Cell outlines without signal wires:
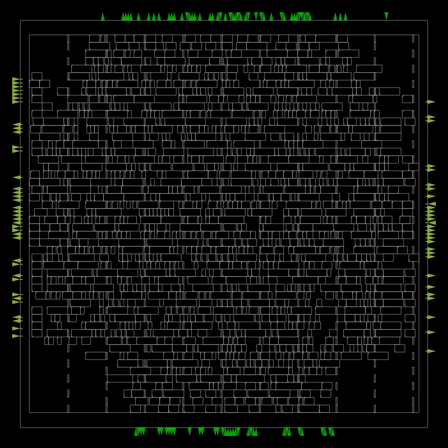
Sequential cells coloured by netlist name:
Scale bar: 50 um. Other sequential cells in the stronger grey, the rest of the logic in the fainter grey.
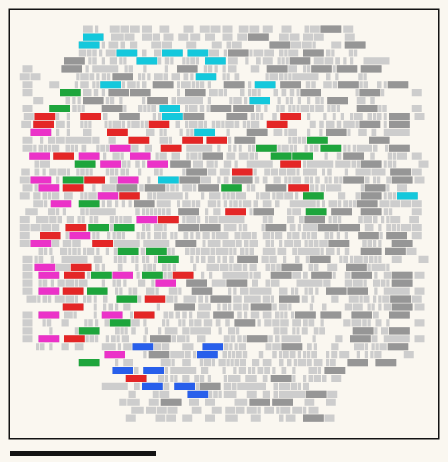
## config.mk

```make
export PLATFORM = sky130hd
export DESIGN_NAME = ahci_fis_rx_responder
export DESIGN_NICKNAME = d
export VERILOG_FILES = /design/src/rtl/ahci_fis_rx_responder.sv
export SDC_FILE = /design/constraint.sdc
export NUM_CORES = 1
export LEC_CHECK = 0
export ABC_AREA = 0
export CORE_MARGIN = 3
export CORE_UTILIZATION = 49
export DETAILED_ROUTE_END_ITERATION = 8
export GPL_ROUTABILITY_DRIVEN = 0
export GPL_TIMING_DRIVEN = 0
export PLACE_DENSITY = 0.77
export SYNTH_ARGS = -nofsm -noshare
export SYNTH_HDL_FRONTEND = slang
export SYNTH_SLANG_ARGS = --single-unit
```

## constraint.sdc

```tcl
create_clock -name mclk -period 2.55 [get_ports mclk]
set_input_delay 0.3825 -clock mclk [delete_from_list [all_inputs] [get_ports mclk]]
set_output_delay 0.3825 -clock mclk [all_outputs]
set_load 0.1 [all_outputs]
```

## src/rtl/ahci_fis_rx_responder.sv

```systemverilog
// Device-to-host FIS responder: latches the FIS header, waits for a get_* command,
// then stores or drops the FIS and reports done/ok/err/ferr with latched TFD/PIO fields.
//   state   | meaning
//   S_IDLE  | waiting for a first DWORD, other DWORDs are dropped
//   S_HDR   | header held, waiting for a command
//   S_STORE | writing DWORDs into the received-FIS area
//   S_SKIP  | dropping DWORDs until the last one
//   S_FIN   | one-cycle result, commit and signature write
module ahci_fis_rx_responder #(
  parameter int                      ADDRESS_BITS = 10,
  parameter logic [ADDRESS_BITS-1:0] RFIS_BASE    = 10'h380,
  parameter logic [ADDRESS_BITS-1:0] PXSIG_ADDR   = 10'h049,
  parameter int                      UFIS_MAX     = 16
) (
  input  logic                    mclk,
  input  logic                    hba_rst,
  input  logic [31:0]             d2h_data,
  input  logic [1:0]              d2h_type,
  input  logic                    d2h_valid,
  input  logic                    d2h_crc_err,
  output logic                    d2h_ready,
  output logic                    fis_first_vld,
  output logic [7:0]              fis_type,
  input  logic                    get_sig,
  input  logic                    get_dsfis,
  input  logic                    get_psfis,
  input  logic                    get_rfis,
  input  logic                    get_sdbfis,
  input  logic                    get_ufis,
  input  logic                    get_ignore,
  output logic                    get_fis_busy,
  output logic                    get_fis_done,
  output logic                    fis_ok,
  output logic                    fis_err,
  output logic                    fis_ferr,
  output logic [ADDRESS_BITS-1:0] regs_addr,
  output logic                    regs_we,
  output logic [31:0]             regs_din,
  output logic [7:0]              tfd_sts,
  output logic [7:0]              tfd_err,
  output logic                    fis_i,
  output logic                    sdb_n,
  output logic                    dma_a,
  output logic                    dma_d,
  output logic                    pio_i,
  output logic                    pio_d,
  output logic [7:0]              pio_es,
  output logic [15:0]             xfer_cntr
);

  typedef enum logic [2:0] {S_IDLE, S_HDR, S_STORE, S_SKIP, S_FIN} state_t;
  typedef enum logic [2:0] {K_DS, K_PS, K_RFIS, K_SDB, K_UFIS, K_IGN} kind_t;

  state_t                  state_q;
  kind_t                   kind_q, cmd_kind_d;
  logic [31:0]             hdr_q;
  logic                    single_q, sig_q, crc_q, short_q, ferr_q;
  logic [4:0]              exp_len_q, idx_q, cmd_len_d;
  logic [ADDRESS_BITS-1:0] base_q, cmd_off_d;
  logic                    cmd_vld_d, cmd_sig_d;
  logic [23:0]             sig_lba_q;
  logic [7:0]              sig_sc_q;
  logic [7:0]              sh_sts_q, sh_err_q, sh_es_q;
  logic                    sh_i_q, sh_n_q, sh_a_q, sh_dd_q, sh_pi_q, sh_pd_q;
  logic [15:0]             sh_xfer_q;
  logic                    acc, last;

  assign acc  = d2h_valid && d2h_ready;
  assign last = d2h_type[1];

  always_comb begin
    cmd_vld_d  = get_sig | get_dsfis | get_psfis | get_rfis | get_sdbfis | get_ufis | get_ignore;
    cmd_kind_d = K_IGN;
    cmd_len_d  = 5'd0;
    cmd_off_d  = '0;
    cmd_sig_d  = 1'b0;
    if (get_sig) begin
      cmd_kind_d = K_RFIS; cmd_len_d = 5'd5; cmd_off_d = ADDRESS_BITS'(16); cmd_sig_d = 1'b1;
    end else if (get_dsfis) begin
      cmd_kind_d = K_DS;   cmd_len_d = 5'd7; cmd_off_d = ADDRESS_BITS'(0);
    end else if (get_psfis) begin
      cmd_kind_d = K_PS;   cmd_len_d = 5'd5; cmd_off_d = ADDRESS_BITS'(8);
    end else if (get_rfis) begin
      cmd_kind_d = K_RFIS; cmd_len_d = 5'd5; cmd_off_d = ADDRESS_BITS'(16);
    end else if (get_sdbfis) begin
      cmd_kind_d = K_SDB;  cmd_len_d = 5'd2; cmd_off_d = ADDRESS_BITS'(22);
    end else if (get_ufis) begin
      cmd_kind_d = K_UFIS; cmd_len_d = 5'(UFIS_MAX); cmd_off_d = ADDRESS_BITS'(24);
    end
  end

  always_ff @(posedge mclk) begin
    if (hba_rst) begin
      state_q <= S_IDLE;  kind_q <= K_IGN;   hdr_q <= '0;
      single_q <= 1'b0;   sig_q <= 1'b0;     crc_q <= 1'b0;
      short_q <= 1'b0;    ferr_q <= 1'b0;    exp_len_q <= '0;
      idx_q <= '0;        base_q <= '0;      sig_lba_q <= '0;
      sig_sc_q <= '0;     sh_sts_q <= 8'h7f; sh_err_q <= '0;
      sh_es_q <= '0;      sh_i_q <= 1'b0;    sh_n_q <= 1'b0;
      sh_a_q <= 1'b0;     sh_dd_q <= 1'b0;   sh_pi_q <= 1'b0;
      sh_pd_q <= 1'b0;    sh_xfer_q <= '0;
      d2h_ready <= 1'b1;  fis_first_vld <= 1'b0; fis_type <= '0;
      get_fis_busy <= 1'b0; get_fis_done <= 1'b0;
      fis_ok <= 1'b0;     fis_err <= 1'b0;   fis_ferr <= 1'b0;
      regs_addr <= '0;    regs_we <= 1'b0;   regs_din <= '0;
      tfd_sts <= 8'h7f;   tfd_err <= '0;     fis_i <= 1'b0;
      sdb_n <= 1'b0;      dma_a <= 1'b0;     dma_d <= 1'b0;
      pio_i <= 1'b0;      pio_d <= 1'b0;     pio_es <= '0;
      xfer_cntr <= '0;
    end else begin
      get_fis_done <= 1'b0;
      regs_we      <= 1'b0;
      case (state_q)
        S_IDLE: if (acc && d2h_type[0]) begin
          hdr_q         <= d2h_data;
          fis_type      <= d2h_data[7:0];
          single_q      <= last;
          crc_q         <= last && d2h_crc_err;
          fis_first_vld <= 1'b1;
          d2h_ready     <= 1'b0;
          state_q       <= S_HDR;
        end
        S_HDR: if (cmd_vld_d) begin
          fis_first_vld <= 1'b0;
          get_fis_busy  <= 1'b1;
          fis_ok <= 1'b0; fis_err <= 1'b0; fis_ferr <= 1'b0;
          kind_q    <= cmd_kind_d;
          sig_q     <= cmd_sig_d;
          exp_len_q <= cmd_len_d;
          base_q    <= RFIS_BASE + cmd_off_d;
          idx_q     <= 5'd1;
          ferr_q    <= 1'b0;
          short_q   <= single_q && (5'd1 < cmd_len_d) && (cmd_kind_d != K_UFIS);
          sh_sts_q <= tfd_sts; sh_err_q <= tfd_err; sh_es_q <= pio_es; sh_xfer_q <= xfer_cntr;
          sh_i_q <= fis_i; sh_n_q <= sdb_n; sh_a_q <= dma_a; sh_dd_q <= dma_d;
          sh_pi_q <= pio_i; sh_pd_q <= pio_d;
          if (cmd_kind_d != K_IGN) begin
            regs_we   <= 1'b1;
            regs_addr <= RFIS_BASE + cmd_off_d;
            regs_din  <= hdr_q;
          end
          if (single_q) state_q <= S_FIN;
          else begin
            d2h_ready <= 1'b1;
            state_q   <= (cmd_kind_d == K_IGN) ? S_SKIP : S_STORE;
          end
        end
        S_STORE: if (acc) begin
          if (idx_q == exp_len_q) begin
            // one DWORD more than the FIS type allows
            ferr_q  <= 1'b1;
            state_q <= S_SKIP;
          end else begin
            regs_we   <= 1'b1;
            regs_addr <= base_q + ADDRESS_BITS'(idx_q);
            regs_din  <= d2h_data;
            idx_q     <= idx_q + 5'd1;
            if (idx_q == 5'd1) begin
              sh_i_q <= hdr_q[14];
              if (sig_q) sig_lba_q <= d2h_data[23:0];
              case (kind_q)
                K_DS:   begin sh_dd_q <= hdr_q[13]; sh_a_q <= hdr_q[15]; end
                K_PS:   begin
                  sh_pd_q <= hdr_q[13]; sh_pi_q <= hdr_q[14];
                  sh_sts_q <= hdr_q[23:16]; sh_err_q <= hdr_q[31:24];
                end
                K_RFIS: begin sh_sts_q <= hdr_q[23:16]; sh_err_q <= hdr_q[31:24]; end
                K_SDB:  begin
                  sh_n_q   <= hdr_q[15];
                  sh_sts_q <= (sh_sts_q & 8'h88) | (hdr_q[23:16] & 8'h77);
                  sh_err_q <= hdr_q[31:24];
                end
                default: ;
              endcase
            end
            if (idx_q == 5'd3 && sig_q) sig_sc_q <= d2h_data[7:0];
            if (idx_q == 5'd3 && kind_q == K_PS) sh_es_q <= d2h_data[31:24];
            if (idx_q == 5'd4 && kind_q == K_PS) sh_xfer_q <= d2h_data[15:0];
            if (last) short_q <= ((idx_q + 5'd1) < exp_len_q) && (kind_q != K_UFIS);
          end
          if (last) begin
            crc_q     <= d2h_crc_err;
            d2h_ready <= 1'b0;
            state_q   <= S_FIN;
          end
        end
        S_SKIP: if (acc && last) begin
          crc_q     <= d2h_crc_err;
          d2h_ready <= 1'b0;
          state_q   <= S_FIN;
        end
        S_FIN: begin
          get_fis_done <= 1'b1;
          get_fis_busy <= 1'b0;
          d2h_ready    <= 1'b1;
          state_q      <= S_IDLE;
          if (ferr_q) fis_ferr <= 1'b1;
          else if (crc_q || short_q) fis_err <= 1'b1;
          else begin
            fis_ok  <= 1'b1;
            tfd_sts <= sh_sts_q; tfd_err <= sh_err_q; pio_es <= sh_es_q; xfer_cntr <= sh_xfer_q;
            fis_i <= sh_i_q; sdb_n <= sh_n_q; dma_a <= sh_a_q; dma_d <= sh_dd_q;
            pio_i <= sh_pi_q; pio_d <= sh_pd_q;
            if (sig_q) begin
              regs_we   <= 1'b1;
              regs_addr <= PXSIG_ADDR;
              regs_din  <= {sig_sc_q, sig_lba_q};
            end
          end
        end
        default: state_q <= S_IDLE;
      endcase
    end
  end

endmodule

```

==> run summary <==
Notes on the flow run.

- The run finished with clean final reports.
- When the netlist entered floorplanning its net count stood at 1263.
- The commonest register cell after synthesis is sky130_fd_sc_hd__dfxtp_1, for reference.
- In this run the clock root is driven by a sky130_fd_sc_hd__clkbuf_16.
- The Yosys chip area is 9690 um2, for reference.
- The total cells reported by yosys after synthesis is 1206, for reference.
- The routed layout reports a DRC error count of 0.
- The layout has 37 clock buffers.
- The power group with the largest share is combinational cells, for reference.
- The max-slew check reports its worst relative slack as 0.338.
- The endpoint class of the critical path is a primary output, for reference.
- The buffer share of cell area is 0.163, for reference.
- The number of clock buffers inserted by TritonCTS is 23, for reference.
- On the final layout, the worst clock skew is 0.0117 ns.
- The multi-input gate count is 862, for reference.
- The final layout contains routed wiring with a total length of 33.3 mm.
- The count of flip-flops with a built-in enable after synthesis is 0, for reference.
- The smallest clock period supported by the final layout is computed as 2.51 ns.
- The instance count after placement with tap cells included is 1614, for reference.
- The detailed-route wire length per cell is 20.1 um, for reference.
- Of the combinational cells, the family taking the most area is AND-OR/OR-AND gates.
- Multi-input logic gates represent a cell area share of 0.380.
- For this run, the top clock speed supported by timing is 398 MHz.
## Picture notes: 'cell outlines without signal wires'
Placement Rows: 50
Non-Filler Instances: 1657
placeable core region: 19100 um2

## Picture notes: 'sequential cells coloured by netlist name'
Key: magenta = `sig_lba_q` [placed flops 24, where middle left]; green = `hdr_q` [placed flops 25]; red = `regs_din` [placed flops 32]; cyan = `xfer_cntr` [placed flops 16]; blue = `regs_addr` [placed flops 8]
Another 122 sequential cells are not coloured.
total sequential power: 4810 uW
final core occ: 0.649
fraction of area in registers: 0.367
storage element area: 4540 um2

==> routing by layer <==
metal  GRT usage  vias up  part of all wire
li1            -     4549                 -
met1       0.394     4699              0.39
met2       0.470      557              0.46
met3      0.0692      100              0.12
met4       0.105        0             0.033
met5           0        -                 0
==> through the flow <==
| stage | setup slack [ns] | hold slack (ns) |
|---|---|---|
| after floorplan | 0.141 | 0.427 |
| after global placement | -0.803 | 0.437 |
| after detailed placement | -0.859 | 0.445 |
| after CTS | 0.00737 | 0.383 |
| after global routing | -0.0492 | 0.410 |
| final | 0.0378 | 0.385 |
==> placed cells by master, fill, tap and decap left out, types with 3 or more instances in the layout <==
| master | instances |
|---|---|
| sky130_fd_sc_hd__nand3b_1 | 8 |
| sky130_fd_sc_hd__nand2_1 | 334 |
| sky130_fd_sc_hd__buf_4 | 16 |
| sky130_fd_sc_hd__a211oi_1 | 13 |
| sky130_fd_sc_hd__a32oi_1 | 3 |
| sky130_fd_sc_hd__o211ai_1 | 3 |
| sky130_fd_sc_hd__inv_1 | 10 |
| sky130_fd_sc_hd__nor2_1 | 86 |
| sky130_fd_sc_hd__clkbuf_2 | 28 |
| sky130_fd_sc_hd__o21ai_0 | 11 |
| sky130_fd_sc_hd__or3_1 | 3 |
| sky130_fd_sc_hd__buf_2 | 9 |
| sky130_fd_sc_hd__a22oi_1 | 35 |
| sky130_fd_sc_hd__a311oi_1 | 64 |
| sky130_fd_sc_hd__and2_1 | 9 |
| sky130_fd_sc_hd__a211o_1 | 6 |
| sky130_fd_sc_hd__nor3b_1 | 3 |
| sky130_fd_sc_hd__clkbuf_16 | 23 |
| sky130_fd_sc_hd__a21oi_1 | 161 |
| sky130_fd_sc_hd__xnor2_1 | 6 |
| sky130_fd_sc_hd__clkbuf_1 | 58 |
| sky130_fd_sc_hd__or4_1 | 3 |
| sky130_fd_sc_hd__nor2b_1 | 5 |
| sky130_fd_sc_hd__o22ai_1 | 3 |
| sky130_fd_sc_hd__a311oi_2 | 4 |
| sky130_fd_sc_hd__ha_1 | 11 |
| sky130_fd_sc_hd__nor3_1 | 15 |
| sky130_fd_sc_hd__clkinv_2 | 3 |
| sky130_fd_sc_hd__dfxtp_1 | 227 |
| sky130_fd_sc_hd__dlymetal6s2s_1 | 8 |
| sky130_fd_sc_hd__clkdlybuf4s50_1 | 138 |
| sky130_fd_sc_hd__nand3_1 | 10 |
| sky130_fd_sc_hd__nand4_1 | 3 |
| sky130_fd_sc_hd__clkbuf_8 | 10 |
| sky130_fd_sc_hd__xor2_1 | 3 |
| sky130_fd_sc_hd__nand2b_1 | 6 |
| sky130_fd_sc_hd__mux2i_1 | 16 |
==> synth_stat cells (all sizes together) (2+ instances only) <==
cell,n
a211o,6
dfxtp,227
or3,3
and3,2
and2,10
a21o,2
or4,3
nor3,15
buf,24
a21boi,2
o211ai,3
nand2b,6
nand2,335
nand3,10
mux2i,16
nor2b,6
inv,10
o41ai,2
a21oi,163
a32oi,3
a311oi,68
o22ai,3
nand3b,8
nor3b,4
nor4,4
clkbuf,83
o21ai,12
xnor2,6
a211oi,13
a22oi,35
o21a,2
nand4,3
nor2,87
ha,11
xor2,3
Power figures rest on the tool's default switching activity, not on a simulated workload.
